File: src/rtl/pifo_reg_array_pkg.sv
// Shared definitions for the register-based PIFO storage stage and its max-tree consumers.
package pifo_reg_array_pkg;

  localparam int unsigned DefRegWidth  = 4;
  localparam int unsigned DefIdxWidth  = 2;
  localparam int unsigned DefDataWidth = 8;

  // LSB position of slot i inside a flattened bus whose per-slot field is w bits wide.
  function automatic int unsigned slot_lsb(input int unsigned i, input int unsigned w);
    return i * w;
  endfunction

endpackage

File: src/rtl/pifo_reg_array_if.sv
// Insert and remove handshakes between the PIFO control/max-tree side and the slot array.
interface pifo_reg_array_if
  import pifo_reg_array_pkg::*;
#(
  parameter int unsigned IDX_WIDTH  = DefIdxWidth,
  parameter int unsigned DATA_WIDTH = DefDataWidth
);

  logic                  ins_valid;
  logic                  ins_ready;
  logic [DATA_WIDTH-1:0] ins_data;
  logic                  rm_req;
  logic [IDX_WIDTH-1:0]  rm_idx;
  logic                  rm_valid;
  logic [DATA_WIDTH-1:0] rm_data;
  logic                  rm_err;

  modport master (
    output ins_valid, ins_data, rm_req, rm_idx,
    input  ins_ready, rm_valid, rm_data, rm_err
  );

  modport slave (
    input  ins_valid, ins_data, rm_req, rm_idx,
    output ins_ready, rm_valid, rm_data, rm_err
  );

endinterface

File: src/rtl/pifo_free_slot_enc.sv
// Lowest-zero priority encoder: picks the lowest-numbered empty slot.
module pifo_free_slot_enc
  import pifo_reg_array_pkg::*;
#(
  parameter int unsigned REG_WIDTH = DefRegWidth,
  parameter int unsigned IDX_WIDTH = DefIdxWidth
) (
  input  logic [REG_WIDTH-1:0] vld,
  output logic [IDX_WIDTH-1:0] free_idx,
  output logic                 any_free
);

  // Scan from the top down so the lowest empty slot wins.
  always_comb begin
    free_idx = '0;
    any_free = 1'b0;
    for (int i = REG_WIDTH - 1; i >= 0; i--) begin
      if (!vld[i]) begin
        any_free = 1'b1;
        free_idx = IDX_WIDTH'(i);
      end
    end
  end

endmodule

File: src/rtl/pifo_reg_array.sv
// PIFO storage stage: slot registers with valid bits, indexed removal, flattened max-tree feed.
module pifo_reg_array
  import pifo_reg_array_pkg::*;
#(
  parameter int unsigned REG_WIDTH  = DefRegWidth,
  parameter int unsigned IDX_WIDTH  = DefIdxWidth,
  parameter int unsigned DATA_WIDTH = DefDataWidth
) (
  input  logic                            axis_aclk,
  input  logic                            axis_resetn,
  pifo_reg_array_if.slave                 bus,
  output logic [REG_WIDTH*DATA_WIDTH-1:0] data_out,
  output logic [REG_WIDTH*IDX_WIDTH-1:0]  idx_out,
  output logic [REG_WIDTH-1:0]            vld_out,
  output logic [IDX_WIDTH:0]              count,
  output logic                            full,
  output logic                            empty
);

  logic [1:0]            rst_sync_q;
  logic                  rst_int_n;

  logic [DATA_WIDTH-1:0] slot_q [REG_WIDTH];
  logic [DATA_WIDTH-1:0] slot_d [REG_WIDTH];
  logic [REG_WIDTH-1:0]  vld_q, vld_d;
  logic [IDX_WIDTH:0]    count_q, count_d;
  logic                  rm_valid_q, rm_err_q;
  logic [DATA_WIDTH-1:0] rm_data_q, rm_data_d;

  logic [IDX_WIDTH-1:0]  free_idx;
  logic                  any_free;
  logic                  rm_hit;
  logic [DATA_WIDTH-1:0] rm_sel;
  logic                  ins_fire, rm_fire;

  // Reset synchronizer: assertion reaches the state immediately, release waits two edges.
  always_ff @(posedge axis_aclk or negedge axis_resetn) begin
    if (!axis_resetn) rst_sync_q <= '0;
    else              rst_sync_q <= {rst_sync_q[0], 1'b1};
  end
  assign rst_int_n = rst_sync_q[1];

  pifo_free_slot_enc #(
    .REG_WIDTH (REG_WIDTH),
    .IDX_WIDTH (IDX_WIDTH)
  ) u_free_slot_enc (
    .vld      (vld_q),
    .free_idx (free_idx),
    .any_free (any_free)
  );

  // Look up the remove target; indices past REG_WIDTH never match, so they miss.
  always_comb begin
    rm_hit = 1'b0;
    rm_sel = '0;
    for (int i = 0; i < REG_WIDTH; i++) begin
      if (bus.rm_idx == IDX_WIDTH'(i) && vld_q[i]) begin
        rm_hit = 1'b1;
        rm_sel = slot_q[i];
      end
    end
  end

  assign ins_fire = bus.ins_valid & any_free;
  assign rm_fire  = bus.rm_req & rm_hit;

  // Next state; free slot comes from the pre-remove vector so it never aliases the removed slot.
  always_comb begin
    vld_d     = vld_q;
    slot_d    = slot_q;
    count_d   = count_q;
    rm_data_d = rm_data_q;
    if (rm_fire) begin
      for (int i = 0; i < REG_WIDTH; i++) begin
        if (bus.rm_idx == IDX_WIDTH'(i)) vld_d[i] = 1'b0;
      end
      rm_data_d = rm_sel;
    end
    if (ins_fire) begin
      vld_d[free_idx]  = 1'b1;
      slot_d[free_idx] = bus.ins_data;
    end
    if (ins_fire && !rm_fire) count_d = count_q + {{IDX_WIDTH{1'b0}}, 1'b1};
    else if (!ins_fire && rm_fire) count_d = count_q - {{IDX_WIDTH{1'b0}}, 1'b1};
  end

  // State registers; slot data is left stale on remove and gated by vld downstream.
  always_ff @(posedge axis_aclk or negedge rst_int_n) begin
    if (!rst_int_n) begin
      slot_q     <= '{default: '0};
      vld_q      <= '0;
      count_q    <= '0;
      rm_valid_q <= 1'b0;
      rm_err_q   <= 1'b0;
      rm_data_q  <= '0;
    end else begin
      slot_q     <= slot_d;
      vld_q      <= vld_d;
      count_q    <= count_d;
      rm_valid_q <= rm_fire;
      rm_err_q   <= bus.rm_req & ~rm_hit;
      rm_data_q  <= rm_data_d;
    end
  end

  assign full          = &vld_q;
  assign empty         = ~|vld_q;
  assign bus.ins_ready = ~full;
  assign bus.rm_valid  = rm_valid_q;
  assign bus.rm_err    = rm_err_q;
  assign bus.rm_data   = rm_data_q;
  assign vld_out       = vld_q;
  assign count         = count_q;

  for (genvar i = 0; i < REG_WIDTH; i++) begin : g_flat
    assign data_out[slot_lsb(i, DATA_WIDTH) +: DATA_WIDTH] = slot_q[i];
    assign idx_out[slot_lsb(i, IDX_WIDTH) +: IDX_WIDTH]    = IDX_WIDTH'(i);
  end

endmodule

File: src/flat_wrapper.sv
// flat-port wrapper written by rule: the top's interface ports become plain ports
module pifo_reg_array_flat import pifo_reg_array_pkg::*;
#(
  parameter int unsigned REG_WIDTH  = DefRegWidth,
  parameter int unsigned IDX_WIDTH  = DefIdxWidth,
  parameter int unsigned DATA_WIDTH = DefDataWidth
)
  (axis_aclk, axis_resetn, data_out, idx_out, vld_out, count, full, empty, bus_ins_valid, bus_ins_data, bus_rm_req, bus_rm_idx, bus_ins_ready, bus_rm_valid, bus_rm_data, bus_rm_err);
  pifo_reg_array_if #(.IDX_WIDTH(IDX_WIDTH), .DATA_WIDTH(DATA_WIDTH)) bus_i ();
  input  logic axis_aclk;
  input  logic axis_resetn;
  output logic [REG_WIDTH*DATA_WIDTH-1:0] data_out;
  output logic [REG_WIDTH*IDX_WIDTH-1:0] idx_out;
  output logic [REG_WIDTH-1:0] vld_out;
  output logic [IDX_WIDTH:0] count;
  output logic full;
  output logic empty;
  input wire logic [$bits(bus_i.ins_valid)-1:0] bus_ins_valid;
  input wire logic [$bits(bus_i.ins_data)-1:0] bus_ins_data;
  input wire logic [$bits(bus_i.rm_req)-1:0] bus_rm_req;
  input wire logic [$bits(bus_i.rm_idx)-1:0] bus_rm_idx;
  output wire logic [$bits(bus_i.ins_ready)-1:0] bus_ins_ready;
  output wire logic [$bits(bus_i.rm_valid)-1:0] bus_rm_valid;
  output wire logic [$bits(bus_i.rm_data)-1:0] bus_rm_data;
  output wire logic [$bits(bus_i.rm_err)-1:0] bus_rm_err;
  assign bus_i.ins_valid = bus_ins_valid;
  assign bus_i.ins_data = bus_ins_data;
  assign bus_i.rm_req = bus_rm_req;
  assign bus_i.rm_idx = bus_rm_idx;
  assign bus_ins_ready = bus_i.ins_ready;
  assign bus_rm_valid = bus_i.rm_valid;
  assign bus_rm_data = bus_i.rm_data;
  assign bus_rm_err = bus_i.rm_err;
  pifo_reg_array #(.REG_WIDTH(REG_WIDTH), .IDX_WIDTH(IDX_WIDTH), .DATA_WIDTH(DATA_WIDTH)) u_core (.axis_aclk(axis_aclk), .axis_resetn(axis_resetn), .bus(bus_i), .data_out(data_out), .idx_out(idx_out), .vld_out(vld_out), .count(count), .full(full), .empty(empty));
endmodule
File: config.mk
export PLATFORM = sky130hd
export DESIGN_NAME = pifo_reg_array_flat
export DESIGN_NICKNAME = d
export VERILOG_FILES = /design/src/rtl/pifo_reg_array_pkg.sv /design/src/rtl/pifo_reg_array_if.sv /design/src/rtl/pifo_free_slot_enc.sv /design/src/rtl/pifo_reg_array.sv /design/src/flat_wrapper.sv
export SDC_FILE = /design/constraint.sdc
export NUM_CORES = 1
export LEC_CHECK = 0
export ABC_AREA = 1
export CORE_AREA = 2 2 94 60
export CTS_CLUSTER_DIAMETER = 150
export CTS_CLUSTER_SIZE = 30
export DETAILED_ROUTE_END_ITERATION = 12
export DIE_AREA = 0 0 96 62
export PLACE_DENSITY = 0.84
export SKIP_LAST_GASP = 1
export SYNTH_ARGS = -nofsm -noshare
export SYNTH_HDL_FRONTEND = slang
export SYNTH_SLANG_ARGS = --single-unit
export TNS_END_PERCENT = 30
File: constraint.sdc
create_clock -name axis_aclk -period 4 [get_ports axis_aclk]
set_input_delay 1.2 -clock axis_aclk [delete_from_list [all_inputs] [get_ports axis_aclk]]
set_output_delay 1.2 -clock axis_aclk [all_outputs]
set_load 0.02 [all_outputs]
Run 1, met2 routing:
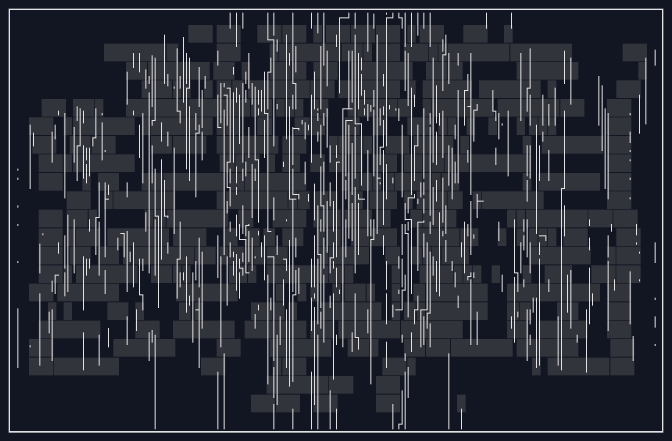
The wires run mostly vertical. The layer holds 44% of the routed length. The longest straight run is 35.0 µm.
via count of the routed design: 2,048
Total Routed Length: 5831 µm
met2 capacity usage during global routing: 31.65%

Run 1, gate-type map:
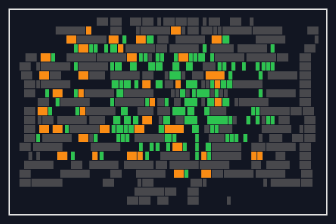
Orange shows inverting AOI/OAI gates, cells 40, most used o21ai_2. Green shows NAND gates, cells 116, most used nand2_1.
combinational share of cell area: 32.39%
filler-free cell count of the finished design: 396
Top cell excl fill/tap: sky130_fd_sc_hd__nand2_1

Run 1, cell outlines without signal wires:
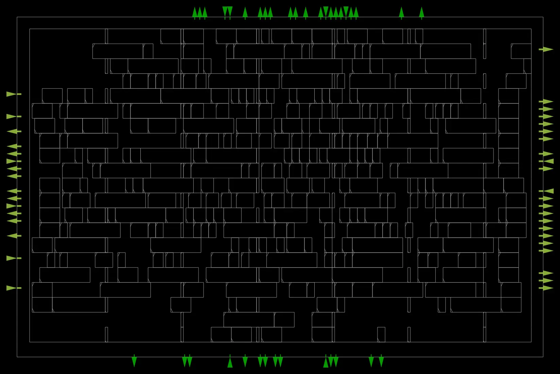
# Taps: 69
Core Area: 5229 µm²
standard-cell row count: 21

==> out/qor.log, run 1 <==
[synth] area share of and-or/or-and cells after synthesis 12.54%
[setup_path] CP max stage cell sky130_fd_sc_hd__clkdlybuf4s50_1
[timing] number of setup violations in the final report 0
[power] combinational cell fraction of total power 51.2%
[synth] Yosys Chip Area 2525 µm²
[power] Peak supply drop 0.3943 mV
[timing] setup TNS 0 ps
[finish] flip-flop and latch share of the layout cell area 39.38%
[status] outcome complete, no violations
[power] sequential logic power 0.977 mW
[detailed_routing] average vias per placed instance 5.172
[setup_path] critical path start-end classification in2reg
[synth] Cells after Synth 263
[power] power density over cell area 797.1 nW/µm²
[cts] clock sink count 51
[synth] number of warnings reported in the yosys synthesis log 0
[die] num ports 74
[timing] unrepaired setup endpoints after global routing false
[synth] distinct cell type count of the synthesized netlist 31
[flow_run] number of max-cap violations 0
[global_routing] global-route wire length before repair 9356 µm
[global_routing] global-route total usage across every layer 20.96%
[setup_path] critical path's largest stage delay 660 ps
[place] total instance count after detailed placement 388
[finish] Non-CTS buffers 67
[synth] count of library flops with an enable pin 0
[power] leakage dissipation 1.499 nW
[die] full die area 5952 µm²
[power] Switching Power 1.118 mW
[finish] clock buffers 7
[timing] Tightest Pin Transition 1039 ps
[finish] NumNets Final 342
[synth] yosys cell count 263
[cts] number of buffers added by the clock tree synthesis step 5
[cts] clock tree from TritonCTS built
[finish] Non-Clock Inverter Count 22
[setup_path] worst-path maximum fanout 10
[finish] diodes inserted 0
[timing] min setup slack post-route 660.0 ps
[synth] post-synthesis cell type with the largest combined area sky130_fd_sc_hd__dfrtp_1
[cts] clock transition at the register clock pins on the worst setup and hold paths after CTS 90 ps
[finish] Data buffer area share 20.52%
[place] global placement routability congestion 0.8517
run 1: how the worst min path moves through the flow:
stage	cells after the start	start	end	slack, ps
global route	0	u_core.rst_sync_q[0]	u_core.rst_sync_q[1]	380
floorplan	0	u_core.rst_sync_q[0]	u_core.rst_sync_q[1]	330
CTS	0	u_core.rst_sync_q[0]	u_core.rst_sync_q[1]	370
finish	0	u_core.rst_sync_q[0]	u_core.rst_sync_q[1]	360
global placement	0	u_core.rst_sync_q[0]	u_core.rst_sync_q[1]	340
detailed placement	0	u_core.rst_sync_q[0]	u_core.rst_sync_q[1]	340
run 1: registers in the layout, summed over array words and instances (netlist names):
signal               flops
u_core.data_out         32
u_core.bus.rm_data       8
u_core.vld_out           4
u_core.count             3
u_core.rst_sync_q        2
u_core.bus.rm_err        1
u_core.bus.rm_valid      1
Run 1, clock wires, drivers and flops:
Bar = 20 µm.
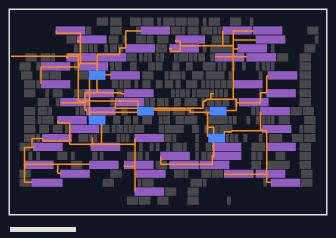

--- run 2 (diff from run 1) ---
--- a/config.mk
+++ b/config.mk
@@ -6,12 +6,12 @@
 export NUM_CORES = 1
 export LEC_CHECK = 0
 export ABC_AREA = 1
-export CORE_AREA = 2 2 94 60
+export CORE_AREA = 2 2 98 62
 export CTS_CLUSTER_DIAMETER = 150
 export CTS_CLUSTER_SIZE = 30
 export DETAILED_ROUTE_END_ITERATION = 12
-export DIE_AREA = 0 0 96 62
-export PLACE_DENSITY = 0.84
+export DIE_AREA = 0 0 100 64
+export PLACE_DENSITY = 0.78
 export SKIP_LAST_GASP = 1
 export SYNTH_ARGS = -nofsm -noshare
 export SYNTH_HDL_FRONTEND = slang
==> constraint.sdc (replaced) <==
create_clock -name axis_aclk -period 3.4 [get_ports axis_aclk]
set_input_delay 1.02 -clock axis_aclk [delete_from_list [all_inputs] [get_ports axis_aclk]]
set_output_delay 1.02 -clock axis_aclk [all_outputs]
set_load 0.02 [all_outputs]
Run 2, clock wires, drivers and flops:
Bar = 20 µm.
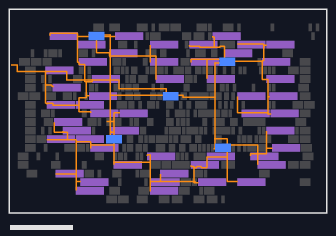
Blue shows clock drivers, count 5. Purple shows flip-flops, count 51. Orange shows clock wires, length 582 µm.
Position of the flops: all over the die.
Insertion Delay late pin: 310 ps
largest clock skew in the final design: 6.977 ps
clock share of power: 12.3%

Run 2, cells colored by class:
Bar = 20 µm.
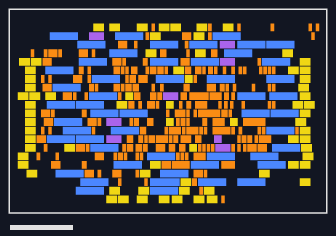
Orange shows combinational and other logic, cells 201. Purple shows clock drivers and dummy loads, cells 8. Yellow shows other buffers and delay cells, cells 71. Blue shows flops, cells 51.
final core occ: 60.33%
Finished Cell Area: 3297 µm²
flip-flop and latch share of the layout cell area: 38.75%

==> run 2 against run 1 <==
Sequential share of layout area shrank 0.63 points. Worst setup slack lost 340 ps. Synthesized area is the same. Combinational power grew 19%. Routed wire length grew 7.7%. Die area grew 7.5%. Via count grew 1.2%. Clock skew shrank 7.8 ps. Total power grew 21%. Utilization shrank 1.7 points. Final cell count grew 1.0%. Largest cell class unchanged. Clock power grew 35%.
==> out/qor.log, run 2 <==
[die] standard-cell row count 21 [unchanged]
[timing] Tightest Pin Transition 1042 ps [was 1039 ps]
[die] Core Area 5465 µm² [was 5229 µm²]
[die] num ports 74 [unchanged]
[finish] Top cell excl fill/tap sky130_fd_sc_hd__nand2_1 [unchanged]
[finish] clock buffers 7 [unchanged]
[setup_path] critical path start-end classification reg2out [was in2reg]
[global_routing] met2 capacity usage during global routing 29.65% [was 31.65%]
[cts] clock sink count 51 [unchanged]
[synth] area share of and-or/or-and cells after synthesis 12.54% [unchanged]
[status] outcome complete, no violations [unchanged]
[synth] Yosys Chip Area 2525 µm² [unchanged]
[synth] post-synthesis cell type with the largest combined area sky130_fd_sc_hd__dfrtp_1 [unchanged]
[synth] Cells after Synth 263 [unchanged]
[power] power density over cell area 946.6 nW/µm² [was 797.1 nW/µm²]
[finish] NumNets Final 346 [was 342]
[setup_path] critical path's largest stage delay 650 ps [was 660 ps]
[finish] diodes inserted 0 [unchanged]
[cts] clock tree from TritonCTS built [unchanged]
[die] full die area 6400 µm² [was 5952 µm²]
run 2: cell counts after synthesis:
No cell type changed its count.
run 2: where the power goes:
part	switching, mW	total, mW	internal (mW)	leakage [nW]
registers	0.297	1.17	0.868	0.637
clock network	0.199	0.385	0.185	0.0505
logic	0.854	1.57	0.718	0.839
total	1.35	3.12	1.77	1.53
run 2: stage by stage:
stage                     area, µm²  util, %  hold slack [ps]  setup slack (ps)  power [mW]
after global routing           3297    60.33            397.0             204.4       3.310
after CTS                      3297    60.33            374.1             338.2       3.139
final                          3297    60.33            366.6             322.7       3.121
after detailed placement       3193    58.42            337.1             83.60       2.751
after floorplan                2551        -            331.2             746.7       2.038
after global placement         3193    58.42            334.0             197.1       2.699
No activity file was given, so power comes from the tool's default toggle rates.
